[src/rtl/sync_fifo_pkg.sv]
// Shared defaults and width helpers for the programmable-threshold synchronous FIFO.
package sync_fifo_pkg;

  localparam int DEF_WIDTH     = 8;
  localparam int DEF_DEPTH     = 8;
  localparam int DEF_AE_THRESH = 1;

  // Pointer width; DEPTH is a power of two >= 2 so this is at least 1.
  function automatic int ptr_w(input int depth);
    return $clog2(depth);
  endfunction

  // Count needs one extra bit to represent the full value DEPTH.
  function automatic int cnt_w(input int depth);
    return $clog2(depth) + 1;
  endfunction

endpackage

[src/rtl/sync_fifo_mem.sv]
// FIFO storage: one write port and one registered read port with async-cleared output.
module sync_fifo_mem
  import sync_fifo_pkg::*;
#(
  parameter int WIDTH = DEF_WIDTH,
  parameter int DEPTH = DEF_DEPTH
) (
  input  logic                      clk,
  input  logic                      rst,
  input  logic                      i_wr_en,
  input  logic [ptr_w(DEPTH)-1:0]   i_wr_addr,
  input  logic [WIDTH-1:0]          i_wr_data,
  input  logic                      i_rd_en,
  input  logic [ptr_w(DEPTH)-1:0]   i_rd_addr,
  output logic [WIDTH-1:0]          o_rd_data
);

  logic [WIDTH-1:0] r_mem [DEPTH];

  always_ff @(posedge clk) begin
    if (i_wr_en) r_mem[i_wr_addr] <= i_wr_data;
  end

  // A same-address read and write (full FIFO, both accepted) returns the old word.
  always_ff @(posedge clk or posedge rst) begin
    if (rst)          o_rd_data <= '0;
    else if (i_rd_en) o_rd_data <= r_mem[i_rd_addr];
  end

endmodule

[src/rtl/sync_fifo_prog.sv]
// Synchronous FIFO with programmable almost-full/almost-empty levels.
// Optional sticky overflow/underflow flags are enabled by defining SYNC_FIFO_ERR_EN.
module sync_fifo_prog
  import sync_fifo_pkg::*;
#(
  parameter int WIDTH     = DEF_WIDTH,
  parameter int DEPTH     = DEF_DEPTH,
  parameter int AF_THRESH = DEPTH - 1,
  parameter int AE_THRESH = DEF_AE_THRESH
) (
  input  logic                      clk,
  input  logic                      reset,
  input  logic                      wr,
  input  logic                      rd,
  input  logic [WIDTH-1:0]          Wdata,
  input  logic                      err_clr,
  output logic [WIDTH-1:0]          Rdata,
  output logic                      full,
  output logic                      empty,
  output logic                      almost_full,
  output logic                      almost_empty,
  output logic [cnt_w(DEPTH)-1:0]   count,
  output logic                      overflow,
  output logic                      underflow
);

  localparam int PW = ptr_w(DEPTH);
  localparam int CW = cnt_w(DEPTH);

  logic [PW-1:0] r_wr_ptr;
  logic [PW-1:0] r_rd_ptr;
  logic [CW-1:0] r_count;
  logic          w_wr_en;
  logic          w_rd_en;

  // Handshake: wr/rd are requests sampled on the rising edge; a request takes effect
  // only when accepted. A write into a full FIFO is accepted only alongside a read.
  assign w_wr_en = wr && (!full || rd);
  assign w_rd_en = rd && !empty;

  always_ff @(posedge clk or posedge reset) begin
    if (reset) begin
      r_wr_ptr <= '0;
      r_rd_ptr <= '0;
      r_count  <= '0;
    end else begin
      if (w_wr_en) r_wr_ptr <= r_wr_ptr + PW'(1);
      if (w_rd_en) r_rd_ptr <= r_rd_ptr + PW'(1);
      case ({w_wr_en, w_rd_en})
        2'b10:   r_count <= r_count + CW'(1);
        2'b01:   r_count <= r_count - CW'(1);
        default: r_count <= r_count;
      endcase
    end
  end

  sync_fifo_mem #(
    .WIDTH (WIDTH),
    .DEPTH (DEPTH)
  ) u_mem (
    .clk       (clk),
    .rst       (reset),
    .i_wr_en   (w_wr_en),
    .i_wr_addr (r_wr_ptr),
    .i_wr_data (Wdata),
    .i_rd_en   (w_rd_en),
    .i_rd_addr (r_rd_ptr),
    .o_rd_data (Rdata)
  );

  // Status flags decode from the registered count only.
  assign count        = r_count;
  assign full         = (r_count == CW'(DEPTH));
  assign empty        = (r_count == '0);
  assign almost_full  = (r_count >= CW'(AF_THRESH));
  assign almost_empty = (r_count <= CW'(AE_THRESH));

`ifdef SYNC_FIFO_ERR_EN
  logic r_overflow;
  logic r_underflow;

  // A new error in the same cycle as err_clr wins, so the event is never lost.
  always_ff @(posedge clk or posedge reset) begin
    if (reset) begin
      r_overflow  <= 1'b0;
      r_underflow <= 1'b0;
    end else begin
      r_overflow  <= (r_overflow  && !err_clr) || (wr && !w_wr_en);
      r_underflow <= (r_underflow && !err_clr) || (rd && empty);
    end
  end

  assign overflow  = r_overflow;
  assign underflow = r_underflow;
`else
  logic w_unused_err_clr;
  assign w_unused_err_clr = err_clr;
  assign overflow         = 1'b0;
  assign underflow        = 1'b0;
`endif

endmodule

[config.mk]
export PLATFORM = sky130hd
export DESIGN_NAME = sync_fifo_prog
export DESIGN_NICKNAME = d
export VERILOG_FILES = /design/src/rtl/sync_fifo_pkg.sv /design/src/rtl/sync_fifo_mem.sv /design/src/rtl/sync_fifo_prog.sv
export SDC_FILE = /design/constraint.sdc
export NUM_CORES = 1
export LEC_CHECK = 0
export CELL_PAD_IN_SITES_DETAIL_PLACEMENT = 2
export CELL_PAD_IN_SITES_GLOBAL_PLACEMENT = 2
export CORE_UTILIZATION = 25
export CTS_CLUSTER_SIZE = 30
export DETAILED_ROUTE_END_ITERATION = 6
export GPL_TIMING_DRIVEN = 0
export PLACE_DENSITY_LB_ADDON = 0.1
export SYNTH_ARGS = -nofsm -noshare
export SYNTH_HDL_FRONTEND = slang
export SYNTH_SLANG_ARGS = --single-unit
[constraint.sdc]
create_clock -name clk -period 5.5 [get_ports clk]
set_input_delay 0.825 -clock clk [delete_from_list [all_inputs] [get_ports clk]]
set_output_delay 0.825 -clock clk [all_outputs]
set_load 0.005 [all_outputs]
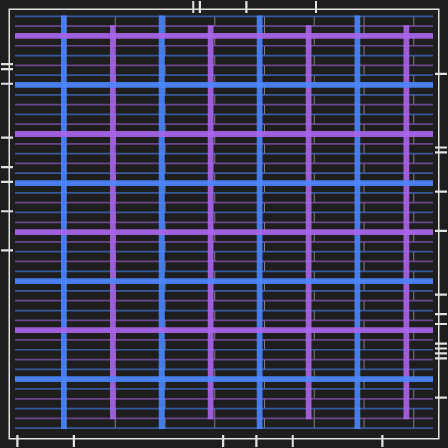
(images/pdn.png)
Pins as bars on the die edge. Tap cells in gray.
| color | net |
|---|---|
| purple | VDD |
| blue | VSS |
tap cells: 176
met5 straps: 8
met1 rails: 43
signal pins: 31

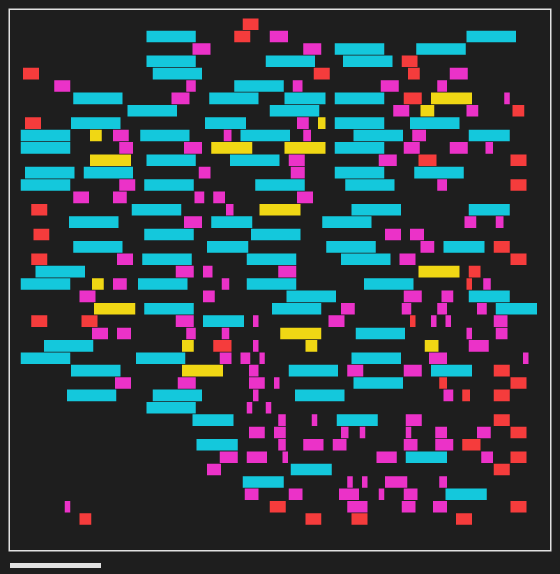
(images/cell_classes.png)
The bar under the picture is 20 microns long.
| color | class | cells | share of their area |
|---|---|---|---|
| magenta | all other logic | 121 | 24% |
| yellow | clock drivers and dummy loads | 16 | 7.0% |
| red | other buffers and delay cells | 39 | 9.1% |
| cyan | flip-flops | 82 | 60% |

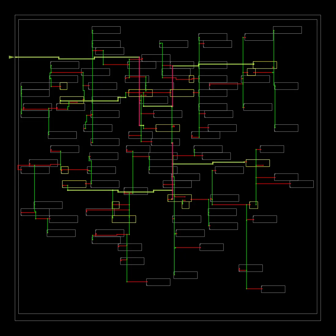
(images/final_clocks.png)
Clk power: 0.000564 W
CTS Sinks: 82

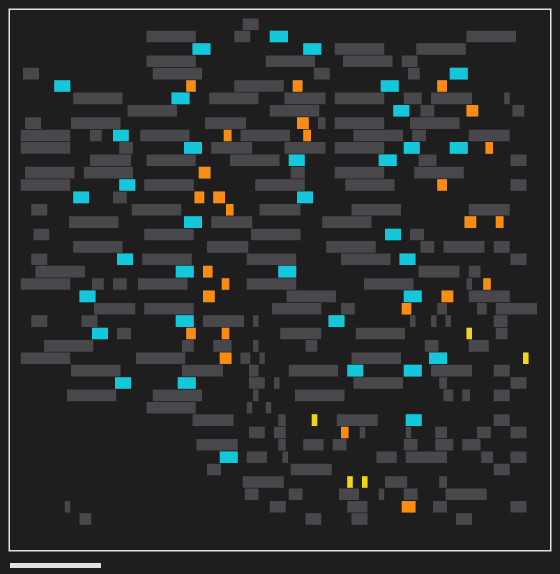
(images/gate_families.png)
The bar under the picture is 20 microns long.
| color | family | cells |
|---|---|---|
| cyan | multiplexers | 35 |
| yellow | inverters | 5 |
| orange | inverting AOI/OAI gates | 26 |
most common logic cell in the routed design: edfxtp_1
Comb/total area: 22.6%
Non-Filler Instances: 434

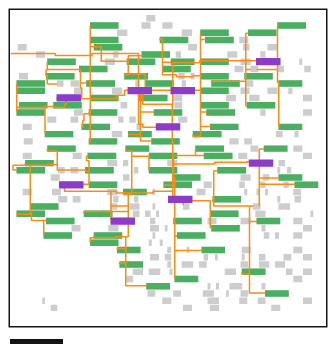
(images/clock_map.png)
The bar under the picture is 20 microns long.
[green] flip-flops | count: 82
[orange] clock wires | length: 1160 microns
[purple] cells driving clock nets | count: 9
routed clock nets: 10
Latency at later pin: 0.34 ns
Clock Skew: 0.00646 ns
Clock power frac: 25.1%

==> flow_metrics.env <==
# implementation run metrics
export IMPL_place_area_sq_um=3920
export IMPL_setup_violations_final=0
export IMPL_n_all_buffers=39
export IMPL_warnings=29
export IMPL_yosys_area_sq_um=3410
export IMPL_utilization_pct=31.7
export IMPL_required_ns=4.68
export IMPL_cts_tree="yes"
export IMPL_criticalPathCategory="reg2out"
export IMPL_routed_top_layer="met4"
export IMPL_max_freq_mhz=323
export IMPL_bufAreaShareNonClock_pct=8.64
export IMPL_hold_viol_final=0
export IMPL_comb_area_sq_um=947
export IMPL_worst_path_buf_inv=3
export IMPL_first_global_vias=2212
export IMPL_tightest_slew_ns=1.03
export IMPL_via_per_inst=4.48
export IMPL_wl_microns=8730
export IMPL_cts_resized=0
export IMPL_synth_top_cell_by_area="edfxtp_1"
export IMPL_rsz0062_at_grt="false"
export IMPL_seq_share_pct=56.5
export IMPL_grt_util_met2_pct=23.8
export IMPL_synth_edff_count=64
export IMPL_wl_per_cell_microns=20.1
export IMPL_power_density_nw_per_um2=534
export IMPL_die_width_microns=119
export IMPL_place_congestion=0.638
export IMPL_core_area_sq_um=13200
export IMPL_syn_inst=213
export IMPL_cp_end_kind="output pin"
export IMPL_ys_flops=82
export IMPL_wl_met3_microns=302
export IMPL_nWellTaps=176
export IMPL_maxSlewHeadroom_pct=30.8
export IMPL_placedCellCount=418
export IMPL_place_ws_ns=2.34
export IMPL_vias=1943
export IMPL_largest_register_ffs=64
export IMPL_yosys_cell_count_top_type="edfxtp_1"
export IMPL_lay_top_cells="edfxtp_1, clkdlybuf4s50_1, mux2_2, dfrtp_1, mux2i_1"
export IMPL_diodes=0
export IMPL_cts_hold_buf=0
export IMPL_numCtsBuffers=9
export IMPL_grt_first_pass_wirelength_microns=13400
export IMPL_seq_area_sq_um=2370
export IMPL_antenna_left=0
export IMPL_synth_area_sq_um=3410
export IMPL_clock_root_buffer="clkbuf_16"
export IMPL_crit_slowest_cell="clkdlybuf4s50_1"
export IMPL_max_vdd_ir_drop_uv=189
export IMPL_clk_pin_slew_ns=0.06
export IMPL_fp_util_pct=25.7
export IMPL_async_reset_ff_share_pct=22.0
export IMPL_flop_cell="edfxtp_1"
export IMPL_dpl_hpwl_microns=5620
export IMPL_p_leak_nw=1.49
export IMPL_outcome="finished, final reports clean"
export IMPL_die_h_microns=119
where the power goes:
part | switching [W] | total (W) | leakage, nW | internal (W)
Sequential | 0.0000900 | 0.000905 | 0.795 | 0.000815
Combinational | 0.000397 | 0.000774 | 0.570 | 0.000378
Clock | 0.000256 | 0.000564 | 0.124 | 0.000308
Total | 0.000743 | 0.00224 | 1.49 | 0.00150
final timing paths:
kind / depth (start not counted) / end / from
worst max-delay path: 5 / empty / count[0]
worst min-delay path: 2 / u_mem.o_rd_data[0] / u_mem.o_rd_data[0]
worst max register to register: 10 / count[3] / count[0]
worst min register to register: 2 / u_mem.o_rd_data[0] / u_mem.o_rd_data[0]
max in group asynchronous: 2 / count[0] / reset
min in group asynchronous: 2 / r_rd_ptr[1] / reset
No activity file was given, so power comes from the tool's default toggle rates.
